Design overture_io_responder, sky130hd; sources not shown.
sizes.png
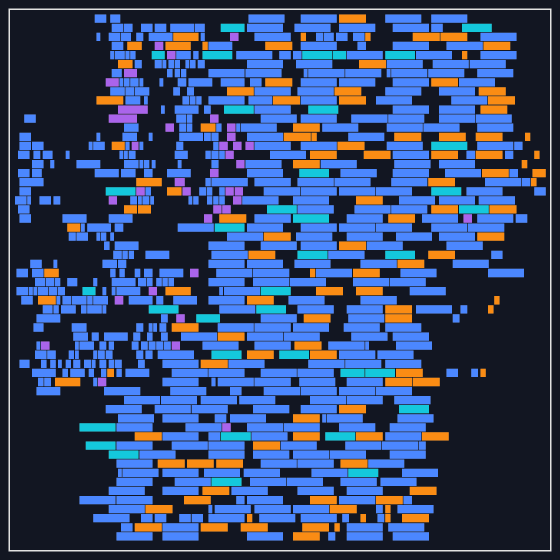
size	color	cells	share
_0 and _1 cells	blue	545	74%
_2 cells	orange	115	16%
_3 and _4 cells	purple	37	5.0%
_6 and larger	cyan	36	4.9%
nonclk buf count: 94
summed area of non-filler cells in the final layout: 13730 µm²
area added between synthesis and finish: 16.98%
least setup slack across all paths after layout: 0.1490 ns

congestion.png
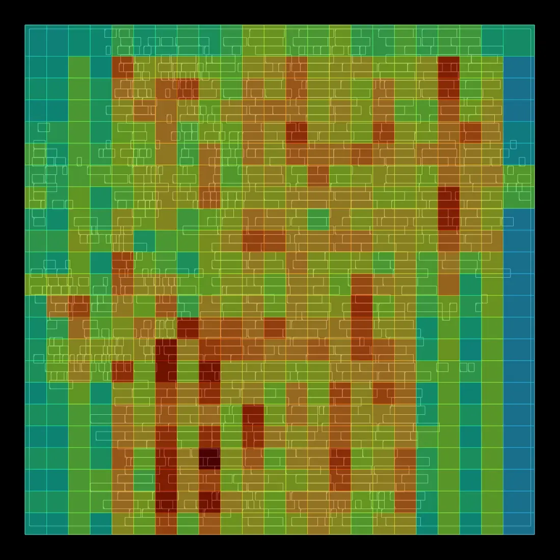
grt met1 use: 0.2546
average routed wire per standard cell: 22.14 µm
GRT met3 Usage: 0.03422

layer_met3.png
Cells faint in the background.
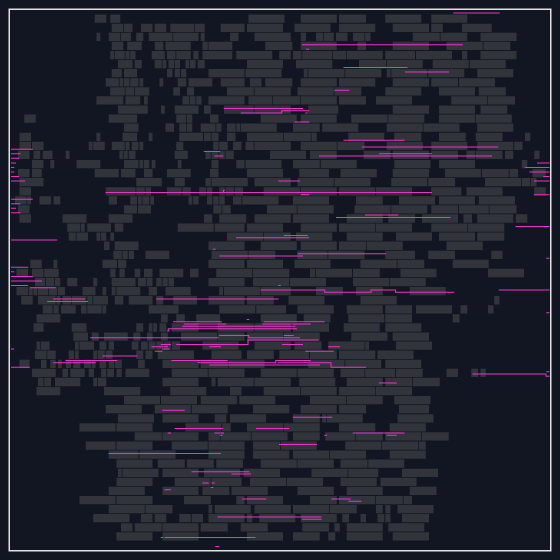
main direction	horizontal
longest straight run	97.5 µm
share of all routed wire	6.1%
nets with wire on the layer	87
number of vias in the routed layout: 6009
Total Routed Length: 23.53 mm

clk_routes.png
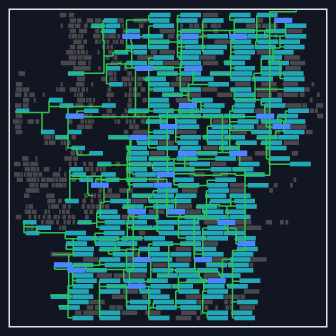
[clock drivers] blue | count: 27
[clock wires] green | length: 2950 µm
[flip-flops] cyan | count: 288
routed clock nets	28
power attributed to the clock group: 2470 µW
Insertion Delay late pin: 0.52 ns
relative contribution of the clock network to total power: 0.344

logic_types.png
Scale bar: 50 µm.
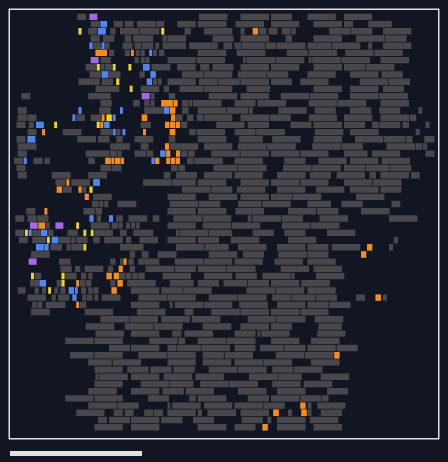
family	color	cells	most used
nor cells	orange	49	nor2b_1
xor and xnor cells	purple	6	xor2_1
nand cells	blue	34	nand2_1
inv cells	yellow	21	inv_1
Layout Cells excl Fill: 1063
Comb/total area: 0.2352
most common library cell in the layout ignoring fill and taps: edfxtp_1

==> run notes <==
The synthesis and place-and-route flow finished, so here is a summary.

The flow ran to the end, and the final reports show no timing, DRC or antenna violations. The first-pass GRT wire length is between 30 and 40 mm. The warning count from the yosys run came out at 0. The pin slew with the least headroom to its limit is ~0.87 ns. Looking at the worst setup and hold paths, the clock pins of their registers show a slew of about 0.06 ns.

The hold buffer count at cts came out at 0. The maximum number of buffers from clock root to sink came out at 3. The achievable frequency came out at between 0.2 and 0.3 GHz.

The post-synthesis cell count from yosys came out at between 600 and 700. The area of the mapped netlist came out at 11740 µm². The placed wire-length estimate came out at between 15 and 20 mm. The final max-slew violation count came out at 0. The normalized max-slew margin came out at 0.4175. STA puts the critical path data arrival time at 2.86 ns.

Per the post-place timing report, worst setup slack is between 0.1 and 0.15 ns. The DRC violation count after routing came out at 0. The clock root buffer master is clkbuf_16. The worst setup path is of the reg2out kind. The total clock sinks is ~290. The worst hold path was traced through 2 stages. The number of antenna violations at the first check in global routing is 0. The I/O pin count is approximately 60.

The maximum fanout along the worst path is 5. Yosys attributes the largest share of cell area to edfxtp_1, mux4_2, dfxtp_1, ha_1, a21oi_1. After detailed routing, the number of vias per cell comes to between 5 and 6.

Setup repair after global routing left no endpoint under its margin. The largest net degree at the start of global routing is 33. Among all flip-flop cells after synthesis, the most frequent one is edfxtp_1. The floorplan step set the die height to 161.7 µm. Per Yosys stat, the portion of area used by sequential elements is 0.7096. The proportion of netlist area held by the largest area contributor is 0.6550. The analysis attributes to cell leakage a power of approximately 0.0044 µW. At the end of the flow, the number of nets in the layout was roughly 770.

The report counts max-capacitance violations totalling 0. The number of I/O port buffers is 59. CTS built an H-tree with a depth of 1. The final count of negative-setup-slack endpoints came out at 0.

The worst setup slack for register-to-register paths is around 0.49 ns. Adding up every negative setup slack in the final design gives 0 ns. The overall track demand over capacity in global routing is 0.1857. The worst setup path is launched from a register. The via count of the first global-routing pass came to approximately 6200. The count of nets left with antenna violations once routing finished came out at 0. The yosys stat chip area came out at between 10000 and 15000 µm². The required time at the worst-slack endpoint is ~3.0 ns.

The count of flip-flops with a built-in enable after synthesis is 256. The number of warnings in the stage logs is 32. The count of placed standard cells including taps came out at slightly above 1000. The number of synthesized register bits is about 290. The post-synth net total is 673. The dominant cell type by area after synthesis is edfxtp_1. The number of antenna cells inserted came out at 0. TritonCTS built the clock tree. Synthesis handed over a netlist of approximately 620 instances. The synthesized area per cell is about 19 µm². In the layout the commonest cells are edfxtp_1, mux4_2, clkdlybuf4s50_1.

The ratio of total power to cell area is 522.0 nW/µm². The number of cell instances on the worst register-to-register path is 9. The first routing iteration left 503 violations. In the final layout, the share of cells above drive strength 1 is 0.2565. The number of distinct standard cells referenced by the synthesized netlist is about 46.

The iteration tally of the first detailed-router pass is 4. Dividing the final minimum period by the clock period gives 0.9623. The clock buffer count from CTS came out at 27. Counting endpoints that fail hold in the final report gives 0.

The number of standard-cell rows in the floorplan is roughly 58. The worst ir drop on vdd came out at 297.5 µV. Global routing finished with a remaining overflow of 0. The core region is around 25000 µm². The die boundary width is approximately 160 µm.

The overall power of the completed layout is 7167 µW. The final critical delay including setup and external delays is approximately 3.8 ns. The share of async-settable or async-resettable flops after synthesis came out at 0. The class of the tightest hold or removal check is reg2reg. The endpoint type of the worst setup path is a primary output. The floorplan core density came out at 0.4674. The area enclosed by the die boundary is roughly 26000 µm².
[per-stage QoR]
| step | cell area, µm² | utilization | hold slack (ns) |
|---|---|---|---|
| final | 13730 | 0.5468 | 0.3307 |
| after CTS | 13740 | 0.5471 | 0.3336 |
| after floorplan | 11740 | - | 0.3163 |
| after global routing | 13730 | 0.5468 | 0.3644 |
| after detailed placement | 12880 | 0.5132 | 0.3092 |
| after global placement | 12880 | 0.5132 | 0.3084 |
[power by group]
part / internal [µW] / switching (µW)
Combinational: 631 / 684
Clock: 1440 / 1030
Sequential: 3350 / 37.3
Total: 5420 / 1750
[synth_stat cells, drive strengths merged (2+ instances only)]
| cell | count |
|---|---|
| a211o | 2 |
| nand2b | 2 |
| and2 | 4 |
| and2b | 7 |
| o21ai | 13 |
| nand2 | 13 |
| inv | 21 |
| o31ai | 2 |
| dfxtp | 32 |
| nor4 | 4 |
| xor2 | 5 |
| a21oi | 23 |
| ha | 18 |
| nand3 | 4 |
| or3 | 11 |
| mux2i | 2 |
| nor3 | 13 |
| nor3b | 2 |
| mux2 | 5 |
| nand4b | 4 |
| mux4 | 79 |
| fa | 2 |
| nor2b | 17 |
| a211oi | 4 |
| buf | 13 |
| and3 | 15 |
| edfxtp | 256 |
| nand3b | 7 |
| nand4 | 4 |
| nor2 | 13 |
| clkbuf | 18 |
| or4 | 2 |
[worst max-delay path, cell delays in order, from the launching register on]
cell	delay, ns
dfxtp_4	0.36
inv_4	0.07
ha_4	0.13
inv_1	0.04
fa_2	0.34
and3_4	0.16
or3_4	0.39
a22oi_2	0.22
buf_4	0.16
buf_6	0.13
and2b_1	0.18
buf_2	0.15
[cell type report]
cell class,instances,area [µm²]
fill,1947,11380
sequential,288,8338
multi-input combinational,284,3229
timing repair buffer,94,829.5
clock buffer,33,698.2
tap,330,412.9
clock inverter,13,140.1
inverter,21,81.33
[metal layers]
metal	global-route usage	vias up	share of wire
met5	0	-	0
met4	0.05746	0	0.023
li1	-	2696	-
met3	0.03422	31	0.061
met1	0.2546	3083	0.42
met2	0.3041	199	0.49
[logic make-up after synthesis]
kind of cell,count (synthesis),synth area share
AND/OR/NAND/NOR,123,0.06162
AND-OR/OR-AND,49,0.02431
XOR/XNOR,6,0.004478
flip-flops,288,0.7096
buffers and inverters,52,0.01930
multiplexers,86,0.1581
adder cells (fa/ha/maj),20,0.02260
[repair_timing]
item / CTS / global route
resized: 47 / 25
gates cloned: 1 / 0
setup endpoints to repair: 18 / 15
pin swaps: 1 / 1
setup buffers: 2 / 0
hold endpoints to repair: 0 / 0
Power and IR drop assume default switching activity.
